==> config.mk <==
export PLATFORM = sky130hd
export DESIGN_NAME = msrv32_dmem_bus_ctrl
export DESIGN_NICKNAME = d
export VERILOG_FILES = /design/src/rtl/msrv32_dmem_bus_ctrl.sv
export SDC_FILE = /design/constraint.sdc
export NUM_CORES = 1
export LEC_CHECK = 0
export CAP_MARGIN = 25
export CORE_ASPECT_RATIO = 0.9
export CORE_MARGIN = 2
export CORE_UTILIZATION = 35
export DETAILED_ROUTE_END_ITERATION = 16
export PLACE_DENSITY = 0.78
export RECOVER_POWER = 50
export SYNTH_ARGS = -nofsm -noshare
export SYNTH_HDL_FRONTEND = slang
export SYNTH_SLANG_ARGS = --single-unit
==> constraint.sdc <==
create_clock -name ms_riscv32_mp_clk_in -period 1.82 [get_ports ms_riscv32_mp_clk_in]
set_input_delay 0.273 -clock ms_riscv32_mp_clk_in [delete_from_list [all_inputs] [get_ports ms_riscv32_mp_clk_in]]
set_output_delay 0.273 -clock ms_riscv32_mp_clk_in [all_outputs]
set_load 0.01 [all_outputs]
==> src/rtl/msrv32_dmem_bus_ctrl.sv <==
// Data-memory bus controller for the MSRV32 pipeline.
// Accepts one load/store at a time from the pipeline, drives a single-beat
// request on the memory bus until hready, then returns a one-cycle response.
// Misaligned requests never reach the bus. A stuck bus ends in a bus-error
// pulse after TIMEOUT wait cycles.

module msrv32_dmem_bus_ctrl #(
    parameter int WIDTH   = 32,
    parameter int TIMEOUT = 16
) (
    input  logic             ms_riscv32_mp_clk_in,
    input  logic             ms_riscv32_mp_rst_n_in,

    input  logic             req_valid_in,
    output logic             req_ready_out,
    input  logic             mem_wr_req_in,
    input  logic [WIDTH-1:0] iadder_in,
    input  logic [1:0]       load_size_in,
    input  logic             load_unsigned_in,
    input  logic [WIDTH-1:0] rs2_in,
    input  logic             flush_in,

    output logic [WIDTH-1:0] ms_riscv32_mp_dmaddr_out,
    output logic             ms_riscv32_mp_dm_req_out,
    output logic             ms_riscv32_mp_dmwr_req_out,
    output logic [3:0]       ms_riscv32_mp_dmwr_mask_out,
    output logic [WIDTH-1:0] ms_riscv32_mp_dmdata_out,
    input  logic             ms_riscv32_mp_hready_in,
    input  logic [WIDTH-1:0] ms_riscv32_mp_dmdata_in,

    output logic             rsp_valid_out,
    output logic [WIDTH-1:0] dmdata_out,
    output logic [1:0]       iadder_out_1_to_0_out,
    output logic [1:0]       load_size_out,
    output logic             load_unsigned_out,

    output logic             stall_out,
    output logic             misaligned_out,
    output logic             bus_err_out
);

    localparam int CNT_W = $clog2(TIMEOUT + 1);

    typedef enum logic [1:0] {
        IDLE = 2'b00,
        REQ  = 2'b01,
        RESP = 2'b10
    } state_t;

    state_t           state;
    state_t           next_state;

    logic [CNT_W-1:0] wait_cnt;
    logic             wr_q;
    logic [3:0]       mask_q;
    logic             flush_pending;

    logic             misaligned_req;
    logic [3:0]       req_mask;
    logic [WIDTH-1:0] req_wdata;
    logic             accept;
    logic             accept_ok;
    logic             timeout_hit;

    // Decode byte enables, replicated store data and alignment from the incoming request
    always_comb begin
        misaligned_req = 1'b0;
        req_mask       = 4'b0000;
        req_wdata      = rs2_in;
        case (load_size_in)
            2'b00: begin
                req_mask  = 4'b0001 << iadder_in[1:0];
                req_wdata = {4{rs2_in[7:0]}};
            end
            2'b01: begin
                misaligned_req = iadder_in[0];
                req_mask       = 4'b0011 << {iadder_in[1], 1'b0};
                req_wdata      = {2{rs2_in[15:0]}};
            end
            default: begin
                misaligned_req = |iadder_in[1:0];
                req_mask       = 4'b1111;
                req_wdata      = rs2_in;
            end
        endcase
        if (!mem_wr_req_in) begin
            req_mask = 4'b0000;
        end
    end

    assign accept      = (state == IDLE) && req_valid_in;
    assign accept_ok   = accept && !misaligned_req;
    assign timeout_hit = (state == REQ) && !ms_riscv32_mp_hready_in &&
                         (wait_cnt == CNT_W'(TIMEOUT - 1));

    // State register
    always_ff @(posedge ms_riscv32_mp_clk_in or negedge ms_riscv32_mp_rst_n_in) begin
        if (!ms_riscv32_mp_rst_n_in) begin
            state <= IDLE;
        end else begin
            state <= next_state;
        end
    end

    // Next-state: accept aligned ops, wait for hready or timeout, one response cycle
    always_comb begin
        next_state = state;
        case (state)
            IDLE: begin
                if (accept_ok) begin
                    next_state = REQ;
                end
            end
            REQ: begin
                if (ms_riscv32_mp_hready_in) begin
                    next_state = RESP;
                end else if (timeout_hit) begin
                    next_state = IDLE;
                end
            end
            RESP:    next_state = IDLE;
            default: next_state = IDLE;
        endcase
    end

    // Wait counter: cleared when a request is launched, counts REQ cycles without hready
    always_ff @(posedge ms_riscv32_mp_clk_in or negedge ms_riscv32_mp_rst_n_in) begin
        if (!ms_riscv32_mp_rst_n_in) begin
            wait_cnt <= '0;
        end else if (accept_ok) begin
            wait_cnt <= '0;
        end else if ((state == REQ) && !ms_riscv32_mp_hready_in) begin
            wait_cnt <= wait_cnt + 1'b1;
        end
    end

    // Capture the accepted request so bus and load-unit fields stay stable for its lifetime
    always_ff @(posedge ms_riscv32_mp_clk_in or negedge ms_riscv32_mp_rst_n_in) begin
        if (!ms_riscv32_mp_rst_n_in) begin
            ms_riscv32_mp_dmaddr_out <= '0;
            ms_riscv32_mp_dmdata_out <= '0;
            mask_q                   <= 4'b0000;
            wr_q                     <= 1'b0;
            iadder_out_1_to_0_out    <= 2'b00;
            load_size_out            <= 2'b00;
            load_unsigned_out        <= 1'b0;
        end else if (accept_ok) begin
            ms_riscv32_mp_dmaddr_out <= {iadder_in[WIDTH-1:2], 2'b00};
            ms_riscv32_mp_dmdata_out <= req_wdata;
            mask_q                   <= req_mask;
            wr_q                     <= mem_wr_req_in;
            iadder_out_1_to_0_out    <= iadder_in[1:0];
            load_size_out            <= load_size_in;
            load_unsigned_out        <= load_unsigned_in;
        end
    end

    // Latch the read word when a load completes; stores leave the last word in place
    always_ff @(posedge ms_riscv32_mp_clk_in or negedge ms_riscv32_mp_rst_n_in) begin
        if (!ms_riscv32_mp_rst_n_in) begin
            dmdata_out <= '0;
        end else if ((state == REQ) && ms_riscv32_mp_hready_in && !wr_q) begin
            dmdata_out <= ms_riscv32_mp_dmdata_in;
        end
    end

    // Remember a flush seen while the bus access is in flight so its response is dropped
    always_ff @(posedge ms_riscv32_mp_clk_in or negedge ms_riscv32_mp_rst_n_in) begin
        if (!ms_riscv32_mp_rst_n_in) begin
            flush_pending <= 1'b0;
        end else if (accept_ok) begin
            flush_pending <= 1'b0;
        end else if ((state == REQ) && flush_in) begin
            flush_pending <= 1'b1;
        end
    end

    // One-cycle exception pulses for misaligned requests and bus timeouts
    always_ff @(posedge ms_riscv32_mp_clk_in or negedge ms_riscv32_mp_rst_n_in) begin
        if (!ms_riscv32_mp_rst_n_in) begin
            misaligned_out <= 1'b0;
            bus_err_out    <= 1'b0;
        end else begin
            misaligned_out <= accept && misaligned_req;
            bus_err_out    <= timeout_hit;
        end
    end

    assign req_ready_out               = (state == IDLE);
    assign stall_out                   = (state != IDLE);
    assign ms_riscv32_mp_dm_req_out    = (state == REQ);
    assign ms_riscv32_mp_dmwr_req_out  = (state == REQ) && wr_q;
    assign ms_riscv32_mp_dmwr_mask_out = (state == REQ) ? mask_q : 4'b0000;
    assign rsp_valid_out               = (state == RESP) && !flush_pending && !flush_in;

endmodule

==> run summary, run 1 <==
Post-route clock period utilization: 108%
Clk pin slew, worst setup/hold paths: 0.05 ns
Final WS setup: -0.141 ns
MI comb cells: 196
Total grt overflow: 0
Number of buffers created by CTS: 17
Sequential fraction of the synthesis area: 58.9%
Failing checks: setup timing
Number of vias after detailed routing: 3,674
Xor+xnor area frac: 0.362%
Avg Vias per Cell: 4.74
Cell total after placement: 714
Synthesized cell area: 0.00484 sq mm
Net count of the finished layout: 701
Origin of the worst min-delay path: iadder_in[21]
Commonest cells in the netlist: dfrtp_1, mux2_2, o21ai_0
Post-route minimum period: 1.96 ns
Number of distinct standard cells referenced by the synthesized netlist: 39
Critical path class: reg -> reg
Storage cell area: 0.00285 sq mm
Maximum cell stage delay along the critical path: 0.43 ns
Post-synthesis async set-or-reset flop share: 100%
Most frequent standard cell in the layout excluding fill and tap cells: clkdlybuf4s50_1
Well tap count: 168
Synth Instances: 332
R2r worst-path depth: 7
Number of failing setup endpoints in the final timing report: 111
Max-capacitance violation count: 0
Post-CTS setup repair buffer count: 14
Routability congestion estimate from global placement: 0.765
Number of I/O port buffers: 214
Core Box Area: 0.0134 sq mm
Min-Delay Path Class: in -> reg
Tot GR Track Use: 19.0%
Die x size: 128 um
Clk ins delay skew pair: 0.41 ns
Half-perimeter wire length of the detailed placement result: 9220 um
Reg-to-reg critical path startpoint: state[0]
Clock tree from TritonCTS: built
CP delay by family, top: simple AND/OR/NAND/NOR gates
Outcome: finished, violations left
GRT Max-Usage Layer: met2
Dominant register cell: dfrtp_1
Flip-flop and latch share of the layout cell area: 32.7%
run_1/m1.png
Drawn at 4 px/um. Supply wires on this layer in grey.
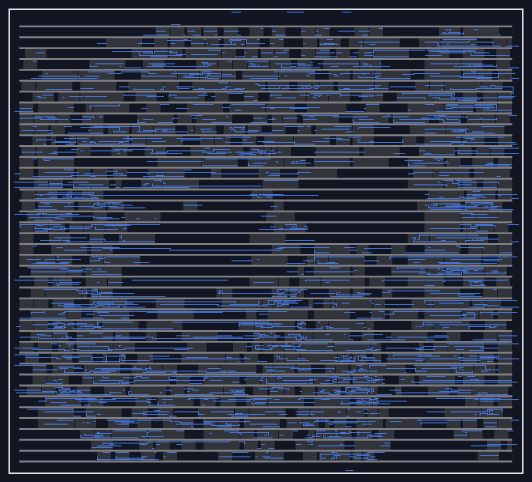
main direction = horizontal
share of all routed wire = 41%
longest straight run = 55.4 um

run_1/m2.png
Drawn at 4 px/um.
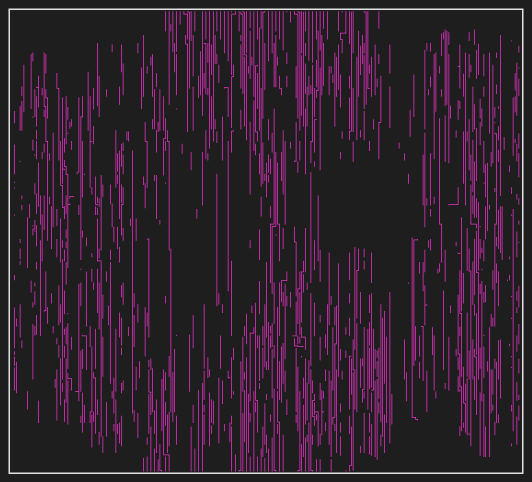
longest straight run = 65.6 um
wire length on this layer = 7,460 um
main direction = vertical
share of all routed wire = 50%

run_1/m3.png
Drawn at 4 px/um.
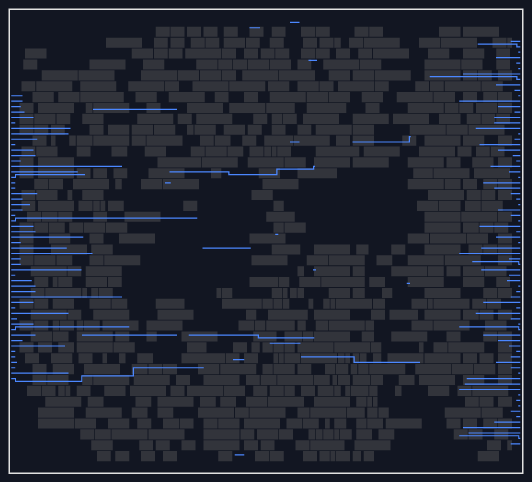
wire length on this layer = 1,060 um
share of all routed wire = 7.2%
nets with wire on the layer = 134
longest straight run = 45.3 um

run_1/m4.png
Drawn at 3 px/um. Supply wires on this layer in grey.
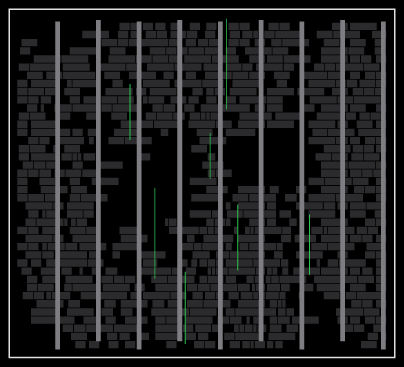

--- run 2 (diff from run 1) ---
- SETUP_SLACK_MARGIN: not set -> 0.4
run_2/m4.png
Drawn at 3 px/um. Supply wires on this layer in grey.
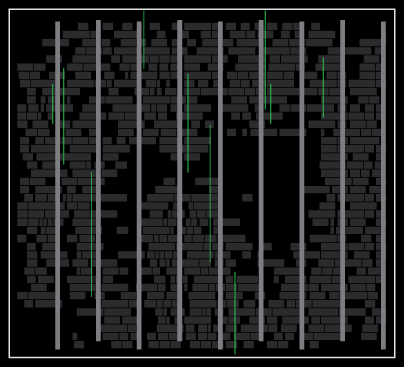
share of all routed wire = 1.9%
nets with wire on the layer = 7
longest straight run = 45.6 um
wire length on this layer = 276 um
main direction = vertical

run_2/m3.png
Drawn at 4 px/um.
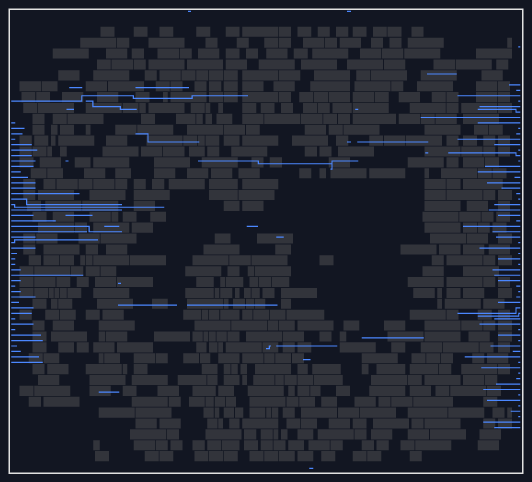
main direction = horizontal
share of all routed wire = 6.7%

==> run 2 against run 1 <==
  * The flow still finishes with violations (setup timing)
  * First-iteration DRC count increased by 2.6%
  * Clock skew decreased by 0.0041 ns
  * Cell count unchanged
  * Register-to-register slack improved by 0.12 ns
  * Sequential share of layout area increased by 0.61 points
==> run summary, run 2 <==
Top cells by area, synth: dfrtp_1, mux2_2, mux2_4 (unchanged)
Most area-hungry cell class in the final design: flip-flops and latches (unchanged)
WL met1: 6100 um (about the same)
Flip-flop and latch share of the layout cell area: 33.3% (was 32.7%)
CTS sink count: 114 (unchanged)
Highest routed metal layer: met4 (unchanged)
Largest logic family: multiplexers (unchanged)
Synthesized area per cell: 14.6 sq um (unchanged)
Global-route wire length before repair: 21,600 um (was 21,200 um)
Most instantiated library cell after synthesis: dfrtp_1 (unchanged)
Diode count: 0 (unchanged)
Cell area after layout: 0.00856 sq mm (was 0.00872 sq mm)
Hold depth: 2 (unchanged)
Total grt overflow: 0 (unchanged)
Failing checks: setup timing (unchanged)
Met3 GRT Util: 7.11% (was 7.25%)
Critical path class: reg -> reg (unchanged)
Number of buffers created by CTS: 17 (unchanged)
Post-synth regs: 114 (unchanged)
Max-capacitance violation count: 0 (unchanged)
Origin of the worst min-delay path: load_unsigned_in (was iadder_in[21])
Area share of buffers outside the clock network: 31.0% (was 31.9%)
Arrival time worst endpoint: 2.13 ns (was 2.25 ns)
Half-perimeter wire length of the detailed placement result: 9520 um (was 9220 um)
Number of vias after detailed routing: 3,689 (was 3,674)
Post-CTS setup repair buffer count: 12 (was 14)
Dominant logic cell types in the final layout: dfrtp_1, clkdlybuf4s50_1, mux2_4, dlygate4sd2_1, clkbuf_16 (was clkdlybuf4s50_1, dfrtp_1, mux2_4, mux2_2, buf_4)
Synth Instances: 332 (unchanged)
Logic depth of the worst setup path including buffers: 7 (unchanged)
Number of inserted filler cells in the final layout: 1,027 (was 982)
Avg Vias per Cell: 4.76 (was 4.74)
Number of routed nets with antenna violations: 0 (unchanged)
Final cell count without fillers: 775 (unchanged)
Number of failing setup endpoints in the final timing report: 28 (was 111)
Final tally of max-slew violations: 0 (unchanged)
Post-synthesis async set-or-reset flop share: 100% (unchanged)
CP delay by family, top: buffers and inverters (was simple AND/OR/NAND/NOR gates)
Min-Delay Path Class: in -> reg (unchanged)
Post-route minimum period: 1.84 ns (was 1.96 ns)
Synth Area in Simple Gates: 4.93% (unchanged)
Most frequent standard cell in the layout excluding fill and tap cells: dfrtp_1 (was clkdlybuf4s50_1)
Number of I/O port buffers: 214 (unchanged)
Tot GR Track Use: 19.4% (was 19.0%)
Count of plain and timing-repair buffers: 262 (was 261)
Outcome: finished, violations left (unchanged)
GRT Max-Usage Layer: met2 (unchanged)
Fraction of the core area occupied by cells at floorplan: 36.1% (unchanged)
Storage cell area: 0.00285 sq mm (about the same)
Cell total after placement: 720 (was 714)
Core Box Area: 0.0134 sq mm (unchanged)
Net count of the finished layout: 702 (was 701)
Clk pin slew, worst setup/hold paths: 0.05 ns (about the same)
Worst slew slack as a fraction of its limit: 39.1% (was 47.1%)
Number of warnings printed during yosys synthesis: 0 (unchanged)
Synthesized cell area: 0.00484 sq mm (unchanged)
Commonest cells in the netlist: dfrtp_1, mux2_2, o21ai_0 (unchanged)
CTS Buffer Depth: 2 (unchanged)
Post-CTS sizing: 173 (was 67)
GR met2 Demand/Resource: 32.6% (unchanged)
Die x size: 128 um (unchanged)
Floorplan die area: 0.0148 sq mm (unchanged)
Routability congestion estimate from global placement: 0.758 (was 0.765)
Post-route clock period utilization: 101% (was 108%)
Chain of cells forming the critical path: buf_6, and2b_2, buf_6, and3b_2, buf_12, buf_12, mux2_4 (was buf_6, or3b_4, nor3_4, buf_12, buf_12, clkbuf_16, mux2_4)
Number of distinct standard cells referenced by the synthesized netlist: 39 (unchanged)
Clk ins delay skew pair: 0.41 ns (about the same)
Maximum cell stage delay along the critical path: 0.40 ns (was 0.43 ns)
Actual transition at the worst max-transition pin: 0.914 ns (was 0.794 ns)
Sequential fraction of the synthesis area: 58.9% (unchanged)
Via count of the first global-routing pass: 3,991 (was 3,907)
Final WS setup: -0.0209 ns (was -0.141 ns)
Well tap count: 168 (unchanged)
Dominant register cell: dfrtp_1 (unchanged)
MI comb cells: 196 (unchanged)
Clock tree from TritonCTS: built (unchanged)
Reg-to-reg critical path startpoint: state[0] (unchanged)
Worst setup path startpoint: state[0] (unchanged)
Reg2Reg Capture Point: dmdata_out[30] (was ms_riscv32_mp_dmdata_out[10])
R2r worst-path depth: 7 (unchanged)
Clock tree root buffer cell: clkbuf_16 (unchanged)
Xor+xnor area frac: 0.362% (unchanged)
--- run 3 (diff from run 2) ---
--- a/config.mk
+++ b/config.mk
@@ -17,2 +17,3 @@
 export SYNTH_HDL_FRONTEND = slang
 export SYNTH_SLANG_ARGS = --single-unit
+export TNS_END_PERCENT = 10
==> constraint.sdc (replaced) <==
create_clock -name ms_riscv32_mp_clk_in -period 1.82 [get_ports ms_riscv32_mp_clk_in]
set_input_delay 0.182 -clock ms_riscv32_mp_clk_in [delete_from_list [all_inputs] [get_ports ms_riscv32_mp_clk_in]]
set_output_delay 0.182 -clock ms_riscv32_mp_clk_in [all_outputs]
set_load 0.1 [all_outputs]
run_3/m3.png
Drawn at 4 px/um.
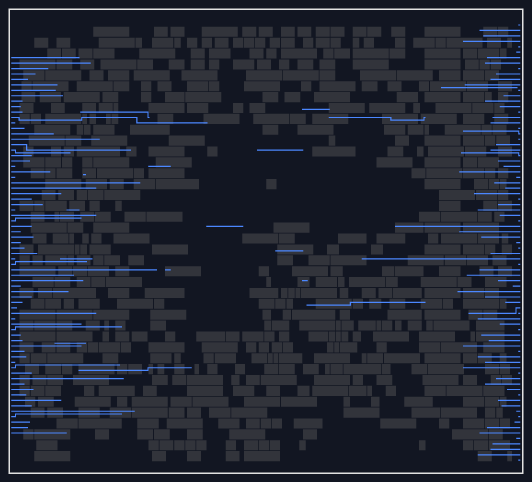
longest straight run = 39.3 um
share of all routed wire = 11%
wire length on this layer = 1,500 um
main direction = horizontal

run_3/m1.png
Drawn at 4 px/um. Supply wires on this layer in grey.
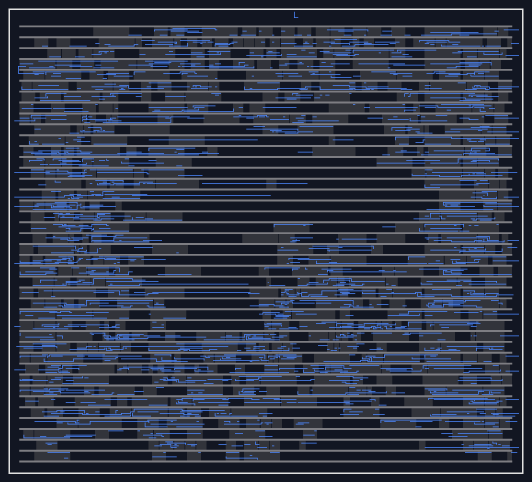
wire length on this layer = 5,730 um
longest straight run = 40.9 um

==> run 3 against run 2 <==
  * The flow still finishes with violations (setup timing)
  * Via count shrank 2.3%
  * First-iteration DRC count increased by 14%
  * Largest cell class unchanged
  * Flip-flop count unchanged
==> run summary, run 3 <==
Outcome: finished, violations left (unchanged)
Failing checks: setup timing (unchanged)
Xor+xnor area frac: 0.362% (unchanged)
Post-synthesis async set-or-reset flop share: 100% (unchanged)
GRT Max-Usage Layer: met2 (unchanged)
Arrival time worst endpoint: 2.13 ns (about the same)
Tot GR Track Use: 18.9% (was 19.4%)
Synthesized area per cell: 14.6 sq um (unchanged)
Post-route minimum period: 1.84 ns (about the same)
Clock tree root buffer cell: clkbuf_16 (unchanged)
CTS Buffer Depth: 2 (unchanged)
Number of failing setup endpoints in the final timing report: 14 (was 28)
Total grt overflow: 0 (unchanged)
Post-synth regs: 114 (unchanged)
Commonest cells in the netlist: dfrtp_1, mux2_2, o21ai_0 (unchanged)
Storage cell area: 0.00285 sq mm (unchanged)
Floorplan die area: 0.0148 sq mm (unchanged)
Cell total after placement: 714 (was 720)
Dominant logic cell types in the final layout: dfrtp_1, clkdlybuf4s50_1, buf_4, mux2_4, mux2_2 (was dfrtp_1, clkdlybuf4s50_1, mux2_4, dlygate4sd2_1, clkbuf_16)
Clk pin slew, worst setup/hold paths: 0.05 ns (about the same)
Synth Area in Simple Gates: 4.93% (unchanged)
Count of plain and timing-repair buffers: 241 (was 262)
Die x size: 128 um (unchanged)
Routability congestion estimate from global placement: 0.757 (was 0.758)
Largest logic family: multiplexers (unchanged)
Clk ins delay skew pair: 0.41 ns (about the same)
Area share of buffers outside the clock network: 27.7% (was 31.0%)
Global-route wire length before repair: 21,100 um (was 21,600 um)
Diode count: 0 (unchanged)
Actual transition at the worst max-transition pin: 0.945 ns (was 0.914 ns)
Worst slew slack as a fraction of its limit: 37.0% (was 39.1%)
Most frequent standard cell in the layout excluding fill and tap cells: dfrtp_1 (unchanged)
R2r worst-path depth: 5 (was 7)
Final cell count without fillers: 753 (was 775)
Well tap count: 168 (unchanged)
Sequential fraction of the synthesis area: 58.9% (unchanged)
Dominant register cell: dfrtp_1 (unchanged)
Core Box Area: 0.0134 sq mm (unchanged)
CP delay by family, top: simple AND/OR/NAND/NOR gates (was buffers and inverters)
Net count of the finished layout: 680 (was 702)
Reg-to-reg critical path startpoint: state[1] (was state[0])
Avg Vias per Cell: 4.79 (was 4.76)
Number of distinct standard cells referenced by the synthesized netlist: 39 (unchanged)
Post-route clock period utilization: 101% (about the same)
Hold depth: 2 (unchanged)
Maximum cell stage delay along the critical path: 0.43 ns (was 0.40 ns)
Most instantiated library cell after synthesis: dfrtp_1 (unchanged)
Fraction of the core area occupied by cells at floorplan: 36.1% (unchanged)
Min-Delay Path Class: in -> reg (unchanged)
Highest routed metal layer: met4 (unchanged)
Logic depth of the worst setup path including buffers: 5 (was 7)
GR met2 Demand/Resource: 30.4% (was 32.6%)
Number of buffers created by CTS: 17 (unchanged)
Met3 GRT Util: 9.46% (was 7.11%)
Synth Instances: 332 (unchanged)
MI comb cells: 195 (was 196)
CTS sink count: 114 (unchanged)
Post-CTS setup repair buffer count: 3 (was 12)
Worst setup path startpoint: state[1] (was state[0])
Final WS setup: -0.0206 ns (was -0.0209 ns)
Critical path class: reg -> reg (unchanged)
Number of warnings printed during yosys synthesis: 0 (unchanged)
Number of vias after detailed routing: 3,604 (was 3,689)
